run_1/m1.png
Cells faint in the background.
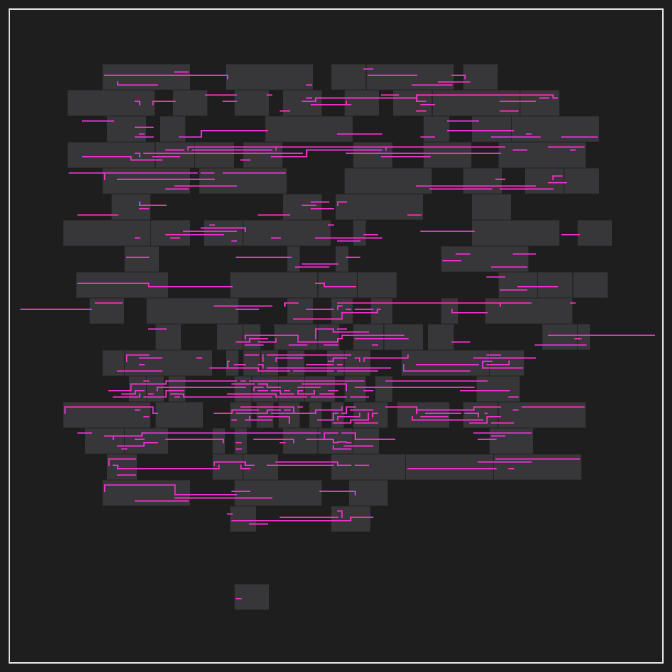
run_1/m2.png
The bar under the picture is 20 um long.
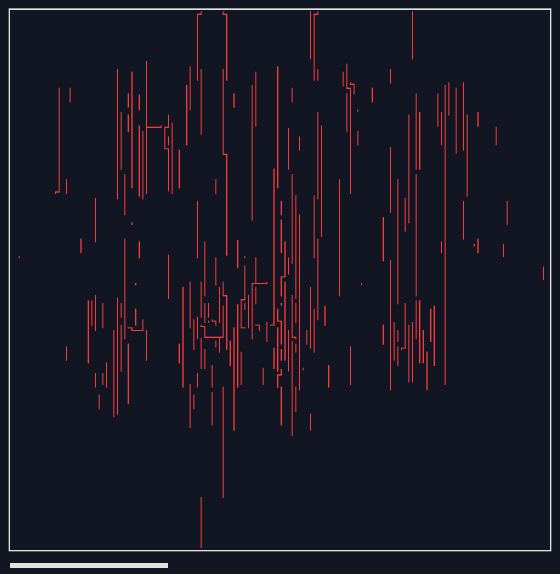
run_1/m3.png
The bar under the picture is 20 um long.
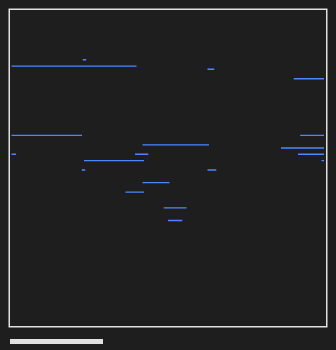
`config.mk`:
```
export PLATFORM = sky130hd
export DESIGN_NAME = uart_receiver_flat
export DESIGN_NICKNAME = d
export VERILOG_FILES = /design/src/rtl/uart_receiver_if.sv /design/src/rtl/uart_receiver.sv /design/src/flat_wrapper.sv
export SDC_FILE = /design/constraint.sdc
export NUM_CORES = 1
export LEC_CHECK = 0
export CAP_MARGIN = 15
export CORE_MARGIN = 5
export CORE_UTILIZATION = 40
export CTS_BUF_LIST = sky130_fd_sc_hd__clkbuf_4 sky130_fd_sc_hd__clkbuf_8 sky130_fd_sc_hd__clkbuf_16
export DETAILED_ROUTE_END_ITERATION = 10
export GPL_TIMING_DRIVEN = 0
export RECOVER_POWER = 50
export SLEW_MARGIN = 20
export SYNTH_ARGS = -nofsm -noshare
export SYNTH_HDL_FRONTEND = slang
export SYNTH_SLANG_ARGS = --single-unit
```
`constraint.sdc`:
```
create_clock -name clk -period 4.8 [get_ports clk]
set_clock_uncertainty 0.1 [all_clocks]
set_input_delay 0.48 -clock clk [delete_from_list [all_inputs] [get_ports clk]]
set_output_delay 0.48 -clock clk [all_outputs]
set_load 0.02 [all_outputs]
```
`src/rtl/uart_receiver_if.sv`:
```
// Receive-side signal bundle: serial line and tick in, recovered byte and status out.
interface uart_receiver_if #(
    parameter int DATA_BITS = 8
);
    logic                 s_tick;
    logic                 rx;
    logic [DATA_BITS-1:0] dout;
    logic                 rx_done_tick;
    logic                 frame_err;

    modport master (
        output s_tick,
        output rx,
        input  dout,
        input  rx_done_tick,
        input  frame_err
    );

    modport slave (
        input  s_tick,
        input  rx,
        output dout,
        output rx_done_tick,
        output frame_err
    );
endinterface

```
`src/rtl/uart_receiver.sv`:
```
// 8N1 UART receive engine using 16x oversampling; mid-bit sampling, glitch rejection
// on the start bit and stop-bit framing error reporting.
module uart_receiver #(
    parameter int DATA_BITS = 8,
    parameter int SB_TICK   = 16
) (
    input  logic           clk,
    input  logic           reset,
    uart_receiver_if.slave bus
);
    localparam int S_W = (SB_TICK > 16) ? 5 : 4;
    localparam int N_W = (DATA_BITS > 1) ? $clog2(DATA_BITS) : 1;

    localparam logic [1:0] ST_IDLE  = 2'd0;
    localparam logic [1:0] ST_START = 2'd1;
    localparam logic [1:0] ST_DATA  = 2'd2;
    localparam logic [1:0] ST_STOP  = 2'd3;

    localparam logic [S_W-1:0] S_MID  = S_W'(7);
    localparam logic [S_W-1:0] S_BIT  = S_W'(15);
    localparam logic [S_W-1:0] S_STOP = S_W'(SB_TICK - 1);
    localparam logic [N_W-1:0] N_LAST = N_W'(DATA_BITS - 1);

    logic                 r_rx_meta;
    logic                 r_rx_s;
    logic [1:0]           r_state;
    logic [S_W-1:0]       r_s;
    logic [N_W-1:0]       r_n;
    logic [DATA_BITS-1:0] r_b;
    logic [DATA_BITS-1:0] r_dout;
    logic                 r_rx_done;
    logic                 r_frame_err;
    logic                 w_rx_s;

    assign w_rx_s = r_rx_s;

    // Two-flop synchronizer; resets to the idle line level so reset never looks like a start bit.
    always_ff @(posedge clk or posedge reset) begin
        if (reset) begin
            r_rx_meta <= 1'b1;
            r_rx_s    <= 1'b1;
        end else begin
            r_rx_meta <= bus.rx;
            r_rx_s    <= r_rx_meta;
        end
    end

    always_ff @(posedge clk or posedge reset) begin
        if (reset) begin
            r_state     <= ST_IDLE;
            r_s         <= '0;
            r_n         <= '0;
            r_b         <= '0;
            r_dout      <= '0;
            r_rx_done   <= 1'b0;
            r_frame_err <= 1'b0;
        end else begin
            r_rx_done <= 1'b0;
            case (r_state)
                ST_IDLE: begin
                    if (!w_rx_s) begin
                        r_state <= ST_START;
                        r_s     <= '0;
                    end
                end
                ST_START: begin
                    if (bus.s_tick) begin
                        if (r_s == S_MID) begin
                            if (!w_rx_s) begin
                                r_state <= ST_DATA;
                                r_s     <= '0;
                                r_n     <= '0;
                            end else begin
                                r_state <= ST_IDLE;
                            end
                        end else begin
                            r_s <= r_s + 1'b1;
                        end
                    end
                end
                ST_DATA: begin
                    if (bus.s_tick) begin
                        if (r_s == S_BIT) begin
                            r_s <= '0;
                            r_b <= {w_rx_s, r_b[DATA_BITS-1:1]};
                            if (r_n == N_LAST) begin
                                r_state <= ST_STOP;
                            end else begin
                                r_n <= r_n + 1'b1;
                            end
                        end else begin
                            r_s <= r_s + 1'b1;
                        end
                    end
                end
                ST_STOP: begin
                    if (bus.s_tick) begin
                        if (r_s == S_STOP) begin
                            r_state     <= ST_IDLE;
                            r_dout      <= r_b;
                            r_frame_err <= ~w_rx_s;
                            r_rx_done   <= 1'b1;
                        end else begin
                            r_s <= r_s + 1'b1;
                        end
                    end
                end
            endcase
        end
    end

    assign bus.dout         = r_dout;
    assign bus.rx_done_tick = r_rx_done;
    assign bus.frame_err    = r_frame_err;
endmodule

```
`src/flat_wrapper.sv`:
```
// flat-port wrapper written by rule: the top's interface ports become plain ports
module uart_receiver_flat 
#(
    parameter int DATA_BITS = 8,
    parameter int SB_TICK   = 16
)
  (clk, reset, bus_s_tick, bus_rx, bus_dout, bus_rx_done_tick, bus_frame_err);
  uart_receiver_if #(.DATA_BITS(DATA_BITS)) bus_i ();
  input  logic clk;
  input  logic reset;
  input wire logic [$bits(bus_i.s_tick)-1:0] bus_s_tick;
  input wire logic [$bits(bus_i.rx)-1:0] bus_rx;
  output wire logic [$bits(bus_i.dout)-1:0] bus_dout;
  output wire logic [$bits(bus_i.rx_done_tick)-1:0] bus_rx_done_tick;
  output wire logic [$bits(bus_i.frame_err)-1:0] bus_frame_err;
  assign bus_i.s_tick = bus_s_tick;
  assign bus_i.rx = bus_rx;
  assign bus_dout = bus_i.dout;
  assign bus_rx_done_tick = bus_i.rx_done_tick;
  assign bus_frame_err = bus_i.frame_err;
  uart_receiver #(.DATA_BITS(DATA_BITS), .SB_TICK(SB_TICK)) u_core (.clk(clk), .reset(reset), .bus(bus_i));
endmodule
```
==> results_slide.txt, run 1 <==
Implementation Results

Power
  • P_sw: 0.000228 W
  • Cell Pwr Density: 430 nW/um2
  • Share of total power in combinational logic: 0.311
  • Pint: 0.000462 W
  • Switching share of power: 0.330
  • Reg power frac: 0.446
  • Clk network pwr share: 0.243
  • Maximum VDD drop: 0.236 mV
  • Leak: 0.727 nW

Yosys
  • Commonest cells post-synth: dfrtp_1, mux2_2, inv_1
  • Seq/Total Area, Yosys: 0.537
  • Fraction of registers with async set/reset: 1.00
  • Cell count in the Yosys report: 101
  • Avg Inst Size Synth: 13.4 um2
  • Top cell area share: 0.499
  • Dominant flop cell: dfrtp_1
  • Ys flops: 29
  • Top cells by area: dfrtp_1, mux2_2, dfstp_2
  • Post-synth EDFFs: 0
  • Yosys stat area: 1360 um2
  • Dominant cell type by area after synthesis: dfrtp_1
  • Yosys top cell by instances: dfrtp_1
  • Syn Nets: 108
  • Yosys warns: 0
  • Post-synth design cell area: 1360 um2

Finish
  • Final nets: 128
  • Fill cells: 332
  • Share of cells above drive strength 1: 0.336
  • Post-Layout Cell Count: 168
  • Diodes inserted: 0
  • Flop area: 728 um2
  • Area grow syn2layout: 18.4%

Place
  • Dpl hpwl: 1700 um
  • Port buffer count: 13
  • Placed instance count: 160
  • RePlAce Congestion: 0.782

Critical path
  • Crit path max fanout: 10
  • CP Launch Type: register
  • Flop2flop setup slack: 2.41 ns
  • Crit end category: register
  • Crit path DAT: 2.51 ns
  • Crit Reg-Reg Startpoint: u_core.r_s[1]$_DFFE_PP0P_
  • Kind of critical path: register to register
  • Worst-case reg-to-reg path depth: 5
  • Req. time, crit path: 4.91 ns

Final timing
  • Max Freq: 0.418 GHz
  • Worst slew pin tran: 1.07 ns
  • Cycle use final: 0.499
  • Max_slew headroom: 0.285
  • TNS Setup: 0 ns
  • Final hold vios: 0
  • Final number of max-transition violations: 0
  • WHS: 0.259 ns
  • Crit path time final: 2.39 ns
  • RSZ-0062 raised after global routing: no
  • Final setup fails: 0

Floorplanning
  • Num rows: 21
  • Die X-Extent: 68.2 um
  • Floorplan Utilization: 0.409
  • Die area: 4650 um2
  • Top Ports: 14
  • Core box area: 3310 um2
  • Die Y: 68.2 um

Hold path
  • Hold_sp: u_core.r_rx_meta$_DFF_PP1_
  • Hold Path End: u_core.r_rx_s$_DFF_PP1_
  • Hold Path Class: register to register
  • Hold depth: 0

Clock network
  • Post_cts resized: 0
  • Hold buffer count at cts: 0
  • CTS tree: built
  • Clock transition at path regs: 0.09 ns
  • Root Driver: clkbuf_4
  • Clk_lat worst skew: 0.32 ns
  • Post-CTS Setup Inserts: 0
  • Total CTS buffers: 5
  • Clock sinks: 29
  • Clk buf depth: 2

Routing
  • Residual DRC count: 0
  • Initial drt markers: 34
  • Drt pass-1 iters: 4
  • Drt wl/cell: 13.8 um
  • Via density per instance: 5.15
  • Routed Antenna Nets: 0

Flow run
  • OpenROAD warnings: 26
  • Maximum capacitance violations: 0

Global routing
  • Grt ovf: 0
  • Number of global-route vias before repair: 847
  • Pin count of the biggest net entering global routing: 30
  • Initial antenna violation count: 0
  • Overall routing resource usage: 0.121
  • First-pass GRT wire length: 3970 um

Outcome
  • Outcome: finished, final reports clean
-- m1.png (at the start) --
wire length on this layer = 1080 um
share of all routed wire = 46%
nets with wire on the layer = 112
longest straight run = 33.1 um
Vias: 866
met1 usage: 0.164
Post-Route WL: 2330 um

-- m2.png (at the start) --
wire length on this layer = 1070 um
share of all routed wire = 46%
nets with wire on the layer = 116
longest straight run = 37.7 um

-- m3.png (at the start) --
share of all routed wire = 5.0%
wire length on this layer = 117 um

## run 1: state kept, by name, summed over array words and instances, names as in the netlist, named ones only
signal                   count
u_core.bus.dout              8
u_core.r_rx_s                1
u_core.r_state               1
u_core.r_s                   4
u_core.bus.rx_done_tick      1
u_core.r_b                   8
u_core.r_rx_meta             1
u_core.bus.frame_err         1
u_core.r_n                   3
## run 1: metal layers
metal	global-route usage	routed length [um]
met1	0.164	1080
met4	0.0819	64
met5	0	0
met2	0.159	1070
met3	0.0427	116
## run 1: metrics by stage
step / utilization / instance area [um2] / total power, W / setup WS, ns
detailed placement: 0.466 / 1540 / 0.000531 / 2.57
CTS: 0.487 / 1610 / 0.000702 / 2.89
global route: 0.485 / 1600 / 0.000739 / 2.19
floorplan: - / 1360 / 0.000482 / 3.03
global placement: 0.466 / 1540 / 0.000525 / 2.57
finish: 0.485 / 1600 / 0.000689 / 2.41
## run 1: worst max path at each step
stage | from | end | slack (ns) | cells after the start
floorplan | u_core.r_n[0]$_DFFE_PP0P_ | u_core.r_n[0]$_DFFE_PP0P_ | 3.03 | 6
detailed placement | bus_s_tick | u_core.bus.dout[0]$_DFFE_PP0P_ | 2.57 | 4
global placement | bus_s_tick | u_core.bus.dout[6]$_DFFE_PP0P_ | 2.57 | 4
global route | u_core.r_s[0]$_DFFE_PP0P_ | u_core.bus.dout[1]$_DFFE_PP0P_ | 2.19 | 5
finish | u_core.r_s[1]$_DFFE_PP0P_ | u_core.bus.dout[1]$_DFFE_PP0P_ | 2.41 | 5
CTS | u_core.r_n[0]$_DFFE_PP0P_ | u_core.r_n[0]$_DFFE_PP0P_ | 2.89 | 6
## run 1: area by class of cell
type                       instances  area share
inverter                           4     0.00936
clock inverter                     1     0.00312
clock buffer                       7      0.0406
timing repair buffer              13      0.0811
sequential                        29       0.454
tap                               46      0.0359
multi-input combinational         64       0.353
buffer                             4      0.0234
## run 1: power groups by stage
stage | Combinational (W) | Clock (W) | Sequential [W]
after global routing | 0.000237 | 0.000190 | 0.000312
after detailed placement | 0.000218 | 0 | 0.000313
after floorplan | 0.000172 | 0 | 0.000310
after global placement | 0.000216 | 0 | 0.000310
final | 0.000214 | 0.000168 | 0.000307
after CTS | 0.000219 | 0.000175 | 0.000308
## run 1: layout by cell type (no fill, tap or decap), drive strengths merged, types with 3 or more instances in the layout
cell type,Yosys,final
dfrtp,27,27
mux2,19,19
clkdlybuf4s50,0,11
clkbuf,1,8
inv,4,4
nor2,4,4
o21ai,4,4
buf,3,3
a21oi,3,3
a31oi,3,3
ha,3,3
nand4,3,3
nand3,3,3
a22o,3,3
## run 1: critical path: stages, from the launching register on
cell	delay [ns]
dfrtp_1	0.41
ha_1	0.16
clkbuf_1	0.33
nand4_4	0.17
nor2_1	0.69
mux2_2	0.41
## run 1: cell families after synthesis
family          synth area share
mux                        0.168
fa+ha+maj                 0.0277
compound gates             0.105
buf+inv                   0.0397
simple gates               0.122
flops                      0.537
==> run 1 -> run 2 <==
==> constraint.sdc (replaced) <==
create_clock -name clk -period 2.3 [get_ports clk]
set_clock_uncertainty 0.1 [all_clocks]
set_input_delay 0.23 -clock clk [delete_from_list [all_inputs] [get_ports clk]]
set_output_delay 0.23 -clock clk [all_outputs]
set_load 0.02 [all_outputs]
run_2/route_heat.png
The bar under the picture is 20 um long. The die is cut into 14 by 14 equal tiles; dark purple is low, yellow is high, scaled to the fullest tile. Values are wire area over tile area, all layers added.
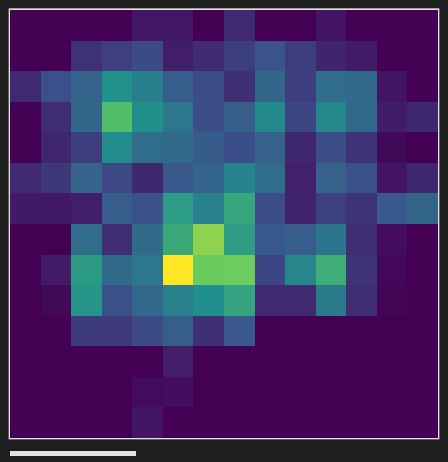
tiles over half the peak = 6.6%
mean over tiles = 0.080
fullest tile = 0.47

==> run 2 against run 1 <==
Effect of this change:
- global-route usage is the same
- total power grew 110%
- non-clock buffer count is the same
- routed wire length is essentially flat
- via count is the same
- clock-buffer cell count is the same
- critical path type unchanged
- critical endpoint is now u_core.bus.dout[0]$_DFFE_PP0P_
- largest cell class unchanged
- highest routed layer unchanged
==> results_slide.txt, run 2 <==
Implementation Results

Yosys
  • Yosys top cell by instances: dfrtp_1
  • Syn Nets: 108
  • Dominant flop cell: dfrtp_1
  • Cell count in the Yosys report: 101
  • Top cell area share: 0.499
  • Gate Count Post-Synth: 101
  • Yosys stat area: 1360 um2
  • Top cells by area: dfrtp_1, mux2_2, dfstp_2
  • Post-synth design cell area: 1360 um2
  • Yosys warns: 0
  • Seq/Total Area, Yosys: 0.537
  • Dominant cell type by area after synthesis: dfrtp_1
  • Commonest cells post-synth: dfrtp_1, mux2_2, inv_1
  • Fraction of registers with async set/reset: 1.00
  • Ys flops: 29
  • Avg Inst Size Synth: 13.4 um2
  • Post-synth EDFFs: 0
  • Distinct lib cells used: 38

Power
  • Total Power: 0.00144 W
  • Maximum VDD drop: 0.493 mV
  • Leak: 0.731 nW
  • Cell Pwr Density: 895 nW/um2

Place
  • Dpl hpwl: 1700 um
  • Port buffer count: 13
  • Place WS: 0.321 ns
  • Placed instance count: 160
  • RePlAce Congestion: 0.782

Critical path
  • Crit Reg-Reg Endpoint: u_core.bus.dout[0]$_DFFE_PP0P_
  • Slowest cell on crit path: dfrtp_1
  • CP Launch Type: register
  • Critical path buffer and inverter count: 1
  • CP top delay family: simple AND/OR/NAND/NOR gates
  • Kind of critical path: register to register
  • Max incr delay on CP: 0.41 ns
  • Crit Reg-Reg Startpoint: u_core.r_s[1]$_DFFE_PP0P_
  • Flop2flop setup slack: 0.29 ns
  • Crit path DAT: 2.12 ns
  • CP Cell Sequence: ha_1 > clkbuf_1 > nand4_4 > nor2_4 > mux2_2
  • Req. time, crit path: 2.41 ns
  • Worst-case reg-to-reg path depth: 5
  • Crit end category: register
  • Crit path max fanout: 10

Clock network
  • Hold buffer count at cts: 0
  • Clock transition at path regs: 0.09 ns
  • Clk buf depth: 2
  • H-Tree Level Count: 2
  • Clock sinks: 29
  • Post_cts resized: 0
  • Root Driver: clkbuf_4
  • CTS tree: built
  • Post-CTS Setup Inserts: 0

Floorplanning
  • Die X-Extent: 68.2 um
  • Top Ports: 14
  • Floorplan Utilization: 0.409
  • Die area: 4650 um2
  • Num rows: 21
  • Core box area: 3310 um2
  • Die Y: 68.2 um

Routing
  • Drt pass-1 iters: 4
  • Vias: 866
  • Initial drt markers: 43
  • Drt wl/cell: 13.9 um
  • Routed Antenna Nets: 0
  • Residual DRC count: 0
  • Via density per instance: 5.15
  • Post-Route WL: 2330 um

Outcome
  • Outcome: finished, final reports clean

Hold path
  • Hold_sp: u_core.r_rx_meta$_DFF_PP1_
  • Hold Path End: u_core.r_rx_s$_DFF_PP1_
  • Hold depth: 0
  • Hold Path Class: register to register

Flow run
  • Maximum capacitance violations: 0
  • OpenROAD warnings: 26

Final timing
  • TNS Setup: 0 ns
  • Final Worst Setup Slack: 0.290 ns
  • Max_slew headroom: 0.284
  • Final number of max-transition violations: 0
  • Max Freq: 0.498 GHz
  • Final setup fails: 0
  • Final hold vios: 0
  • Crit path time final: 2.01 ns
  • Cycle use final: 0.874
  • Worst slew pin tran: 1.07 ns
  • RSZ-0062 raised after global routing: no

Finish
  • Top cell excl fill/tap: dfrtp_1
  • Diodes inserted: 0
  • Final nets: 128
  • Area grow syn2layout: 18.9%
  • Most frequent cells in the layout: dfrtp_1, mux2_2, clkdlybuf4s50_1
  • Share of cells above drive strength 1: 0.344
  • Post-Layout Cell Count: 168

Global routing
  • Initial antenna violation count: 0
  • Number of global-route vias before repair: 847
  • Overall routing resource usage: 0.121
  • Grt ovf: 0
  • First-pass GRT wire length: 3970 um
  • Pin count of the biggest net entering global routing: 30
run_2/clock_nets.png
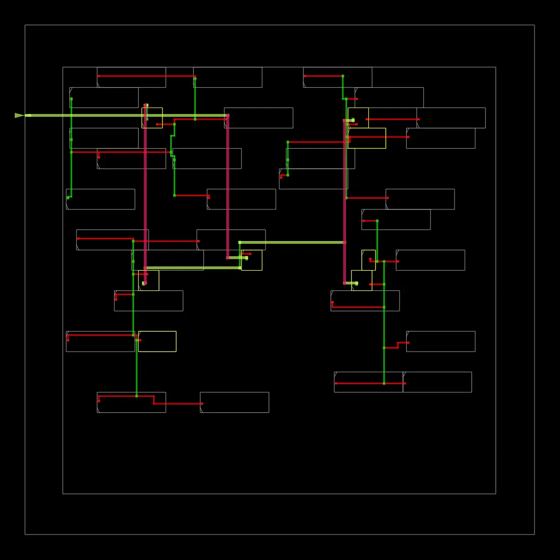
flip-flops: 29
total CTS buffers: 5
clock group total power: 0.000349 W
Clock buffer cells: 7
clk_lat worst skew: 0.32 ns

run 2: netlist changes by cell type in the layout (fill, tap and decap cells not counted):
cell	delta
dlygate4sd3_1	+1
clkdlybuf4s50_1	-1
nor2_4	+1
nor2_1	-1
run 2: worst register-to-register path: cells and delay by family (launching register included):
kind                       cells  cell delay [ns]
and+or+nand+nor                2             0.52
DFF                            1             0.41
muxes                          1             0.38
buffers and inverters          1             0.34
adders and majority gates      1             0.16
run 2: per-stage QoR:
step                cell area [um2]  utilization  hold WS, ns
floorplan                      1360            -        0.134
global placement               1540        0.466        0.246
detailed placement             1540        0.466        0.247
CTS                            1610        0.487        0.190
global route                   1610        0.487        0.264
finish                         1610        0.487        0.259
run 2: metal layers:
metal	track usage	routed length, um
met1	0.164	1070
met2	0.159	1060
met3	0.0427	128
met4	0.0819	64
met5	0	0
run 2: logic make-up (layout without fill, tap and decap cells):
group / Yosys count / after routing / synth area share
adder cells (fa/ha/maj): 3 / 3 / 0.0277
multiplexers: 20 / 20 / 0.168
buffers and inverters: 8 / 29 / 0.0397
AND-OR/OR-AND: 20 / 20 / 0.105
flip-flops: 29 / 29 / 0.537
AND/OR/NAND/NOR: 21 / 21 / 0.122
run 2: worst max-delay path by stage:
stage | from | endpoint | slack (ns) | depth (start not counted)
floorplan | u_core.r_n[0]$_DFFE_PP0P_ | u_core.r_n[0]$_DFFE_PP0P_ | 0.53 | 6
global placement | bus_s_tick | u_core.bus.dout[6]$_DFFE_PP0P_ | 0.32 | 4
finish | u_core.r_s[1]$_DFFE_PP0P_ | u_core.bus.dout[0]$_DFFE_PP0P_ | 0.29 | 5
detailed placement | bus_s_tick | u_core.bus.dout[0]$_DFFE_PP0P_ | 0.32 | 4
CTS | u_core.r_n[0]$_DFFE_PP0P_ | u_core.r_n[0]$_DFFE_PP0P_ | 0.39 | 6
global route | u_core.r_s[0]$_DFFE_PP0P_ | u_core.bus.dout[1]$_DFFE_PP0P_ | 0.15 | 5
run 2: cell type report:
| class | instances | area [um2] |
|---|---|---|
| flip-flops and latches | 29 | 728 |
| repair buffers | 13 | 130 |
| plain buffers | 4 | 37.5 |
| clock inverters | 1 | 5.00 |
| fillers | 332 | 1700 |
| inverters | 4 | 15.0 |
| well taps | 46 | 57.6 |
| clock buffers | 7 | 65.1 |
| multi-input cells | 64 | 573 |
run 2: power breakdown:
part	internal, W	leakage [nW]	switching (W)
Combinational	0.000214	0.306	0.000238
Sequential	0.000573	0.383	0.0000687
Clock	0.000177	0.0413	0.000172
Total	0.000964	0.731	0.000479
Power figures rest on the tool's default switching activity, not on a simulated workload.
